Figure 1. Selected gate families.
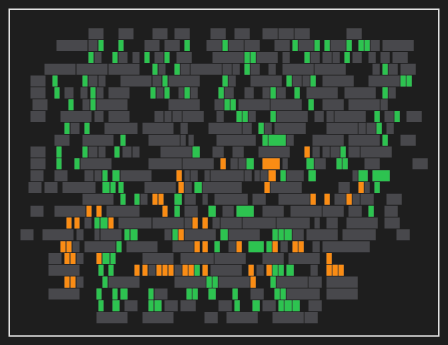
Figure 2. Where the registers sit.
The bar under the picture is 20 microns long. Other sequential cells in the stronger grey, the rest of the logic in the fainter grey.
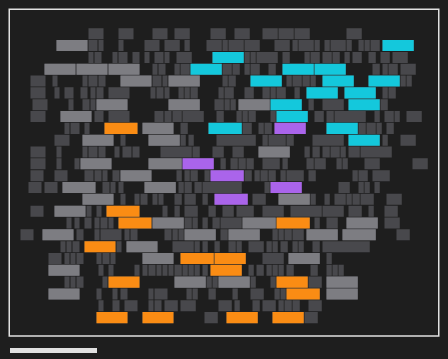
Figure 3. Routing congestion map.
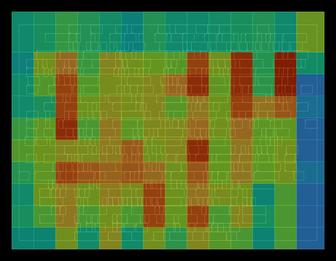
===== config.mk =====
export PLATFORM = sky130hd
export DESIGN_NAME = sub16_serial_flat
export DESIGN_NICKNAME = d
export VERILOG_FILES = /design/src/rtl/sub16_serial_pkg.sv /design/src/rtl/sub16_serial_if.sv /design/src/rtl/sub16_serial_full_sub.sv /design/src/rtl/sub16_serial.sv /design/src/flat_wrapper.sv
export SDC_FILE = /design/constraint.sdc
export NUM_CORES = 1
export LEC_CHECK = 0
export ABC_AREA = 1
export CAP_MARGIN = 40
export CORE_ASPECT_RATIO = 0.75
export CORE_MARGIN = 2
export CORE_UTILIZATION = 45
export DETAILED_ROUTE_END_ITERATION = 8
export PLACE_DENSITY_LB_ADDON = 0.3
export SLEW_MARGIN = 20
export SYNTH_ARGS = -nofsm -noshare
export SYNTH_HDL_FRONTEND = slang
export SYNTH_SLANG_ARGS = --single-unit

===== constraint.sdc =====
create_clock -name clk -period 1.35 [get_ports clk]
set_input_delay 0.2025 -clock clk [delete_from_list [all_inputs] [get_ports clk]]
set_output_delay 0.2025 -clock clk [all_outputs]
set_load 0.005 [all_outputs]

===== src/rtl/sub16_serial_pkg.sv =====
// Shared definitions for the bit-serial subtractor and its neighbours.
//   HACK_WORD   : default datapath width of the Hack machine word.
//   state_t     : sequencer states (IDLE / RUN / DONE), 2-bit encoding.
//   cnt_width() : width of a bit counter that can reach w without wrapping.
package hack_pkg;

    localparam int HACK_WORD = 16;

    typedef enum logic [1:0] {
        IDLE = 2'd0,
        RUN  = 2'd1,
        DONE = 2'd2
    } state_t;

    // log2(w)+1 bits, so the counter can hold w itself after the last bit
    function automatic int cnt_width(input int w);
        return $clog2(w) + 1;
    endfunction

    localparam int HACK_CNT_W = cnt_width(HACK_WORD);

endpackage


===== src/rtl/sub16_serial_if.sv =====
// Handshake/data bundle of the serial subtractor.
//   start        : request, honoured only while the unit is idle
//   a, b         : minuend / subtrahend, captured on an accepted start
//   busy         : high while bits are being processed
//   done         : one-cycle completion pulse
//   out          : a - b mod 2^WIDTH, held until the next completion
//   zr, ng       : out == 0, out MSB
//   borrow       : unsigned borrow-out (a < b)
// master = requester side, slave = subtractor side.
interface sub16_serial_if
    import hack_pkg::*;
#(
    parameter int WIDTH = HACK_WORD
);
    logic             start;
    logic [WIDTH-1:0] a;
    logic [WIDTH-1:0] b;
    logic             busy;
    logic             done;
    logic [WIDTH-1:0] out;
    logic             zr;
    logic             ng;
    logic             borrow;

    modport master (
        output start, a, b,
        input  busy, done, out, zr, ng, borrow
    );

    modport slave (
        input  start, a, b,
        output busy, done, out, zr, ng, borrow
    );
endinterface


===== src/rtl/sub16_serial_full_sub.sv =====
// One-bit full subtractor cell: d = a - b - bin, bout = borrow out.
//   a, b, bin : operand bits and incoming borrow
//   d         : difference bit
//   bout      : outgoing borrow
module full_sub (
    input  logic a,
    input  logic b,
    input  logic bin,
    output logic d,
    output logic bout
);
    // Pure combinational cell; borrow arises when b exceeds a, or when
    // the bits are equal and a borrow is already pending.
    always_comb begin
        d    = a ^ b ^ bin;
        bout = (~a & b) | (~(a ^ b) & bin);
    end
endmodule


===== src/rtl/sub16_serial.sv =====
// Bit-serial subtractor: out = a - b over WIDTH cycles, LSB first, with a
// single full_sub cell and a borrow flip-flop.
//   clk   : system clock, rising-edge
//   reset : synchronous active-high reset, aborts any operation in flight
//   bus   : sub16_serial_if slave (start/a/b in; busy/done/out/flags out)
// Result and flags are written only at completion, so they stay stable
// through a following RUN; the partial result lives in its own register.
module sub16_serial
    import hack_pkg::*;
#(
    parameter int WIDTH = HACK_WORD
) (
    input  logic          clk,
    input  logic          reset,
    sub16_serial_if.slave bus
);
    localparam int CNT_W = cnt_width(WIDTH);
    localparam logic [CNT_W-1:0] LAST_BIT = CNT_W'(WIDTH - 1);

    state_t           state_r;
    logic [WIDTH-1:0] a_sh_r;
    logic [WIDTH-1:0] b_sh_r;
    logic [WIDTH-1:0] res_sh_r;
    logic             bin_r;
    logic [CNT_W-1:0] cnt_r;
    logic [WIDTH-1:0] out_r;
    logic             zr_r;
    logic             ng_r;
    logic             borrow_r;
    logic             busy_r;
    logic             done_r;

    logic             d_s;
    logic             bout_s;
    logic [WIDTH-1:0] res_next_s;

    full_sub u_full_sub (
        .a    (a_sh_r[0]),
        .b    (b_sh_r[0]),
        .bin  (bin_r),
        .d    (d_s),
        .bout (bout_s)
    );

    // Partial result after this bit: new difference bit enters at the MSB,
    // so after WIDTH shifts bit 0 of the operands lands in bit 0.
    always_comb begin
        res_next_s = {d_s, res_sh_r[WIDTH-1:1]};
    end

    // Sequencer, operand/result shift registers and registered outputs.
    always_ff @(posedge clk) begin
        if (reset) begin
            state_r  <= IDLE;
            a_sh_r   <= {WIDTH{1'b0}};
            b_sh_r   <= {WIDTH{1'b0}};
            res_sh_r <= {WIDTH{1'b0}};
            bin_r    <= 1'b0;
            cnt_r    <= {CNT_W{1'b0}};
            out_r    <= {WIDTH{1'b0}};
            zr_r     <= 1'b0;
            ng_r     <= 1'b0;
            borrow_r <= 1'b0;
            busy_r   <= 1'b0;
            done_r   <= 1'b0;
        end else begin
            case (state_r)
                IDLE: begin
                    done_r <= 1'b0;
                    if (bus.start) begin
                        a_sh_r  <= bus.a;
                        b_sh_r  <= bus.b;
                        bin_r   <= 1'b0;
                        cnt_r   <= {CNT_W{1'b0}};
                        busy_r  <= 1'b1;
                        state_r <= RUN;
                    end else begin
                        state_r <= IDLE;
                    end
                end
                RUN: begin
                    a_sh_r   <= a_sh_r >> 1;
                    b_sh_r   <= b_sh_r >> 1;
                    res_sh_r <= res_next_s;
                    bin_r    <= bout_s;
                    cnt_r    <= cnt_r + {{(CNT_W-1){1'b0}}, 1'b1};
                    // Last bit: publish the full word and flags in this edge.
                    if (cnt_r == LAST_BIT) begin
                        out_r    <= res_next_s;
                        zr_r     <= (res_next_s == {WIDTH{1'b0}});
                        ng_r     <= res_next_s[WIDTH-1];
                        borrow_r <= bout_s;
                        busy_r   <= 1'b0;
                        done_r   <= 1'b1;
                        state_r  <= DONE;
                    end else begin
                        state_r  <= RUN;
                    end
                end
                DONE: begin
                    // start is deliberately ignored here
                    done_r  <= 1'b0;
                    state_r <= IDLE;
                end
                default: begin
                    busy_r  <= 1'b0;
                    done_r  <= 1'b0;
                    state_r <= IDLE;
                end
            endcase
        end
    end

    assign bus.busy   = busy_r;
    assign bus.done   = done_r;
    assign bus.out    = out_r;
    assign bus.zr     = zr_r;
    assign bus.ng     = ng_r;
    assign bus.borrow = borrow_r;

endmodule

===== src/flat_wrapper.sv =====
// flat-port wrapper written by rule: the top's interface ports become plain ports
module sub16_serial_flat import hack_pkg::*;
#(
    parameter int WIDTH = HACK_WORD
)
  (clk, reset, bus_start, bus_a, bus_b, bus_busy, bus_done, bus_out, bus_zr, bus_ng, bus_borrow);
  sub16_serial_if #(.WIDTH(WIDTH)) bus_i ();
  input  logic clk;
  input  logic reset;
  input wire logic [$bits(bus_i.start)-1:0] bus_start;
  input wire logic [$bits(bus_i.a)-1:0] bus_a;
  input wire logic [$bits(bus_i.b)-1:0] bus_b;
  output wire logic [$bits(bus_i.busy)-1:0] bus_busy;
  output wire logic [$bits(bus_i.done)-1:0] bus_done;
  output wire logic [$bits(bus_i.out)-1:0] bus_out;
  output wire logic [$bits(bus_i.zr)-1:0] bus_zr;
  output wire logic [$bits(bus_i.ng)-1:0] bus_ng;
  output wire logic [$bits(bus_i.borrow)-1:0] bus_borrow;
  assign bus_i.start = bus_start;
  assign bus_i.a = bus_a;
  assign bus_i.b = bus_b;
  assign bus_busy = bus_i.busy;
  assign bus_done = bus_i.done;
  assign bus_out = bus_i.out;
  assign bus_zr = bus_i.zr;
  assign bus_ng = bus_i.ng;
  assign bus_borrow = bus_i.borrow;
  sub16_serial #(.WIDTH(WIDTH)) u_core (.clk(clk), .reset(reset), .bus(bus_i));
endmodule

==> impl_results.html <==
<p>Metrics extracted from the flow reports.</p>
<table>
<tr><th>Metric</th><th>Value</th></tr>
<tr><th colspan="2">Critical path</th></tr>
<tr><td>Setup slack on the worst flop-to-flop path</td><td>-0.06 ns</td></tr>
<tr><td>Critical path capture point type</td><td>flip-flop</td></tr>
<tr><td>CP Cell Sequence</td><td>ha_4 &gt; nand2_4 &gt; nor2_4 &gt; ha_4 &gt; inv_2 &gt; nor2_1 &gt; nand2_1 &gt; nor2_1 &gt; nand3_1 &gt; a21oi_1</td></tr>
<tr><td>Required arrival time at the worst endpoint</td><td>1.63 ns</td></tr>
<tr><td>Logic depth of the worst setup path including buffers</td><td>10</td></tr>
<tr><td>Depth of the worst register-to-register path</td><td>10</td></tr>
<tr><td>CP startpoint kind</td><td>flip-flop</td></tr>
<tr><td>Destination of the critical timing path</td><td>u_core.bus.zr</td></tr>
<tr><td>Slowest cell on the critical path</td><td>dfxtp_2</td></tr>
<tr><td>Worst setup path category</td><td>reg -&gt; reg</td></tr>
<tr><td>CP delay by family, top</td><td>simple AND/OR/NAND/NOR gates</td></tr>
<tr><td>Stage delay of the slowest cell on the critical path</td><td>~0.36 ns</td></tr>
<tr><td>Maximum fanout encountered on the critical timing path</td><td>5</td></tr>
<tr><td>Worst setup startpoint</td><td>u_core.cnt_r[1]</td></tr>
<tr><td>Crit Reg-Reg Startpoint</td><td>u_core.cnt_r[1]</td></tr>
<tr><td>Worst Path Buf+Inv</td><td>1</td></tr>
<tr><td>Worst reg2reg endpoint</td><td>u_core.bus.zr</td></tr>
<tr><th colspan="2">Outcome</th></tr>
<tr><td>Failing checks</td><td>negative setup slack</td></tr>
<tr><td>Status</td><td>complete, but fails checks</td></tr>
<tr><th colspan="2">Yosys</th></tr>
<tr><td>Top flip-flop cell by instance count after synthesis</td><td>dfxtp_1</td></tr>
<tr><td>Gate count after technology mapping</td><td>approximately 390</td></tr>
<tr><td>Yosys stat cell total</td><td>~400</td></tr>
<tr><td>Post-synth seq share</td><td>49.90%</td></tr>
<tr><td>Chip area from the yosys synthesis statistics</td><td>3009 sq um</td></tr>
<tr><td>Mux frac, synth</td><td>0%</td></tr>
<tr><td>Largest non-sequential cell family by area</td><td>simple AND/OR/NAND/NOR gates</td></tr>
<tr><td>Post-synthesis adder-cell area fraction</td><td>1.497%</td></tr>
<tr><td>Synth top area share</td><td>49.90%</td></tr>
<tr><td>Tally of yosys warning messages</td><td>0</td></tr>
<tr><td>Syn_area_per_cell</td><td>7.716 sq um</td></tr>
<tr><td>Async set or reset register ratio after synthesis</td><td>0%</td></tr>
<tr><td>Post-Syn Nets</td><td>approximately 430</td></tr>
<tr><td>Register bit count reported by yosys</td><td>75</td></tr>
<tr><td>Complex-gate fraction of the synthesized area</td><td>16.38%</td></tr>
<tr><td>Xor+xnor area frac</td><td>0%</td></tr>
<tr><td>Main area contributors</td><td>dfxtp_1 50%, nand2_1 13%, a31oi_1 6.2%, nor2_1 6.1%, o21ai_0 4.3%</td></tr>
<tr><td>EDFF count, synth</td><td>0</td></tr>
<tr><td>Most repeated cell in the gate-level netlist after synthesis</td><td>nand2_1</td></tr>
<tr><td>Area of the mapped netlist</td><td>3009 sq um</td></tr>
<tr><td>Cell type with the highest aggregate area in the netlist</td><td>dfxtp_1</td></tr>
<tr><th colspan="2">STA</th></tr>
<tr><td>Minimum setup slack in the final design</td><td>-0.05713 ns</td></tr>
<tr><td>Top achievable clock speed</td><td>0.7107 GHz</td></tr>
<tr><td>Worst Tran Pin Value</td><td>around 0.23 ns</td></tr>
<tr><td>Setup TNS</td><td>-0.1090 ns</td></tr>
<tr><td>Time the worst path needs with I/O delays and setup</td><td>1.407 ns</td></tr>
<tr><td>Part of the cycle the worst path needs</td><td>104.2%</td></tr>
<tr><td>Final worst hold slack</td><td>0.4322 ns</td></tr>
<tr><td>RSZ-0062 raised after global routing</td><td>yes</td></tr>
<tr><td>Worst relative slew slack</td><td>84.51%</td></tr>
<tr><td>Final hold violations</td><td>0</td></tr>
<tr><td>Final setup fails</td><td>2</td></tr>
<tr><th colspan="2">Die</th></tr>
<tr><td>Floorplan die height</td><td>around 75 microns</td></tr>
<tr><td>DIE WIDTH</td><td>between 90 and 100 microns</td></tr>
<tr><td>Full die area</td><td>roughly 7400 sq um</td></tr>
<tr><td>Std-Cell Rows</td><td>25</td></tr>
<tr><td>Number of top-level pins</td><td>56</td></tr>
<tr><td>Initial standard-cell utilization of the core</td><td>47.16%</td></tr>
<tr><td>Number of tap instances</td><td>81</td></tr>
<tr><td>Core outline area</td><td>roughly 6400 sq um</td></tr>
<tr><th colspan="2">Finish</th></tr>
<tr><td>Synthesis-to-layout area growth</td><td>28.36%</td></tr>
<tr><td>Number of filler instances in the final layout</td><td>612</td></tr>
<tr><td>Reg area</td><td>1518 sq um</td></tr>
<tr><td>Most common logic cells in the final layout</td><td>103 x nand2_1, 62 x dfxtp_1, 48 x nor2_1</td></tr>
<tr><td>Top cell class by occupied area</td><td>sequential cells</td></tr>
<tr><td>Diode insertion count for antenna repair</td><td>0</td></tr>
<tr><td>Logic inverters</td><td>12</td></tr>
<tr><td>Clock-cell share</td><td>approximately 5.0%</td></tr>
<tr><td>Number of ordinary and repair buffers in the finished layout</td><td>68</td></tr>
<tr><td>Seq Cell Count</td><td>75</td></tr>
<tr><td>Fraction of final layout cells sized beyond drive strength 1</td><td>12.61%</td></tr>
<tr><td>Combinational gate area</td><td>approximately 1300 sq um</td></tr>
<tr><td>Number of clock-tree buffers in the layout</td><td>13</td></tr>
<tr><td>Design area</td><td>3862 sq um</td></tr>
<tr><td>Total number of nets in the final design</td><td>~480</td></tr>
<tr><td>Leading registers by flop count</td><td>u_core.a_sh_r (16), u_core.b_sh_r (16)</td></tr>
<tr><th colspan="2">CTS</th></tr>
<tr><td>Clock input transition at the sequential cells of the worst setup and hold paths</td><td>0.08 ns</td></tr>
<tr><td>Cts hold-fix bufs</td><td>0</td></tr>
<tr><td>Master cell of the clock root buffer</td><td>clkbuf_8</td></tr>
<tr><td>CTS tree</td><td>yes</td></tr>
<tr><td>Clock Path Buffers</td><td>2</td></tr>
<tr><td>Number of clock buffers inserted by TritonCTS</td><td>9</td></tr>
<tr><td>Resize count post-CTS</td><td>35</td></tr>
<tr><td>Source-to-sink clock delay at the later pin of the worst-skew pair</td><td>0.34 ns</td></tr>
<tr><td>Number of levels in the clock H-tree</td><td>3</td></tr>
<tr><td>Sinks on the clock net</td><td>75</td></tr>
<tr><th colspan="2">Job</th></tr>
<tr><td>Number of warnings in the stage logs</td><td>29</td></tr>
<tr><td>Max-capacitance violation count</td><td>0</td></tr>
<tr><th colspan="2">Detailed routing</th></tr>
<tr><td>Remaining number of nets flagged by the antenna check after routing</td><td>0</td></tr>
<tr><td>Met3 WL post-DR</td><td>410 microns</td></tr>
<tr><td>Avg WL per Cell</td><td>between 10 and 15 microns</td></tr>
<tr><td>Met2 routed WL</td><td>2856 microns</td></tr>
<tr><td>Iteration count of the initial detailed-routing pass</td><td>5</td></tr>
<tr><td>Final wirelength</td><td>~6800 microns</td></tr>
<tr><td>Overall via count from detail_route</td><td>2,718</td></tr>
<tr><td>Ratio of routed vias to standard cells</td><td>5.177</td></tr>
<tr><td>Initial DRC Count</td><td>131</td></tr>
<tr><td>WL met1</td><td>3480 microns</td></tr>
<tr><td>Top layer in use</td><td>met4</td></tr>
<tr><td>Residual DRC</td><td>0</td></tr>
<tr><th colspan="2">Place</th></tr>
<tr><td>Cells after DPL</td><td>about 510</td></tr>
<tr><td>HPWL after detailed placement</td><td>4378 microns</td></tr>
<tr><td>Final RePlAce weighted congestion</td><td>~0.8</td></tr>
<tr><td>Worst setup slack before clock tree synthesis</td><td>-0.1679 ns</td></tr>
<tr><td>Area after DPL</td><td>3640 sq um</td></tr>
<tr><td>Number of buffers inserted by port buffering</td><td>approximately 55</td></tr>
<tr><th colspan="2">Power and ir drop</th></tr>
<tr><td>Total power</td><td>4.756 mW</td></tr>
<tr><td>Clock share of power</td><td>a little over a third</td></tr>
<tr><td>Pwr Density</td><td>1231 nW/um^2</td></tr>
<tr><td>Leakage power</td><td>1.664 nW</td></tr>
<tr><td>Peak supply drop</td><td>0.0007090 V</td></tr>
<tr><td>Portion of total power attributed to combinational logic</td><td>12.6%</td></tr>
<tr><td>Comb. pwr</td><td>about 600 uW</td></tr>
<tr><td>Heaviest power group</td><td>sequential cells</td></tr>
<tr><td>Clock group power</td><td>1.71 mW</td></tr>
<tr><td>Switch share</td><td>roughly a quarter</td></tr>
<tr><td>Cell internal power dissipation</td><td>3.576 mW</td></tr>
<tr><td>Sw power</td><td>1.180 mW</td></tr>
<tr><td>Flip-flop and latch power</td><td>between 2 and 2.5 mW</td></tr>
<tr><td>Portion of total power attributed to sequential cells</td><td>51.4%</td></tr>
<tr><th colspan="2">Global routing</th></tr>
<tr><td>Overall overflow remaining after global route</td><td>0</td></tr>
<tr><td>Global-route wire length before repair</td><td>11,200 microns</td></tr>
<tr><td>Global routing's busiest layer</td><td>met2</td></tr>
<tr><td>Maximum number of pins on one net before global-route repair</td><td>53</td></tr>
<tr><td>Met1 Resource Use GR</td><td>about 27%</td></tr>
<tr><td>Vias in the first global route</td><td>2,406</td></tr>
<tr><th colspan="2">Hold path</th></tr>
<tr><td>Endpoint of the worst hold path</td><td>u_core.b_sh_r[7]</td></tr>
<tr><td>Hold-critical path depth</td><td>3</td></tr>
<tr><td>HP Class</td><td>in -&gt; reg</td></tr>
<tr><td>Critical hold path startpoint</td><td>bus_b[7]</td></tr>
</table>
About Figure 1:
[orange] NOR gates | cells: 50 | most used: nor2_1
[green] NAND gates | cells: 130 | most used: nand2_1 | where: spread over the die
fraction of standard cell area in multi-input logic: 34.18%
non-filler cells, final: 525
most frequently placed logic cell in the final layout: nand2_1

About Figure 2:
[purple] u_core.cnt_r | flops: 5 | where: centre
[orange] u_core.bus.out | flops: 15
[cyan] u_core.b_sh_r | flops: 16
sequential cell area share: 39.29%
Finished Core Util: 60.53%

About Figure 3:
M2 GR Usage: 27.36%
GR Layer Usage met3: 6.407%

Power and IR drop assume default switching activity.
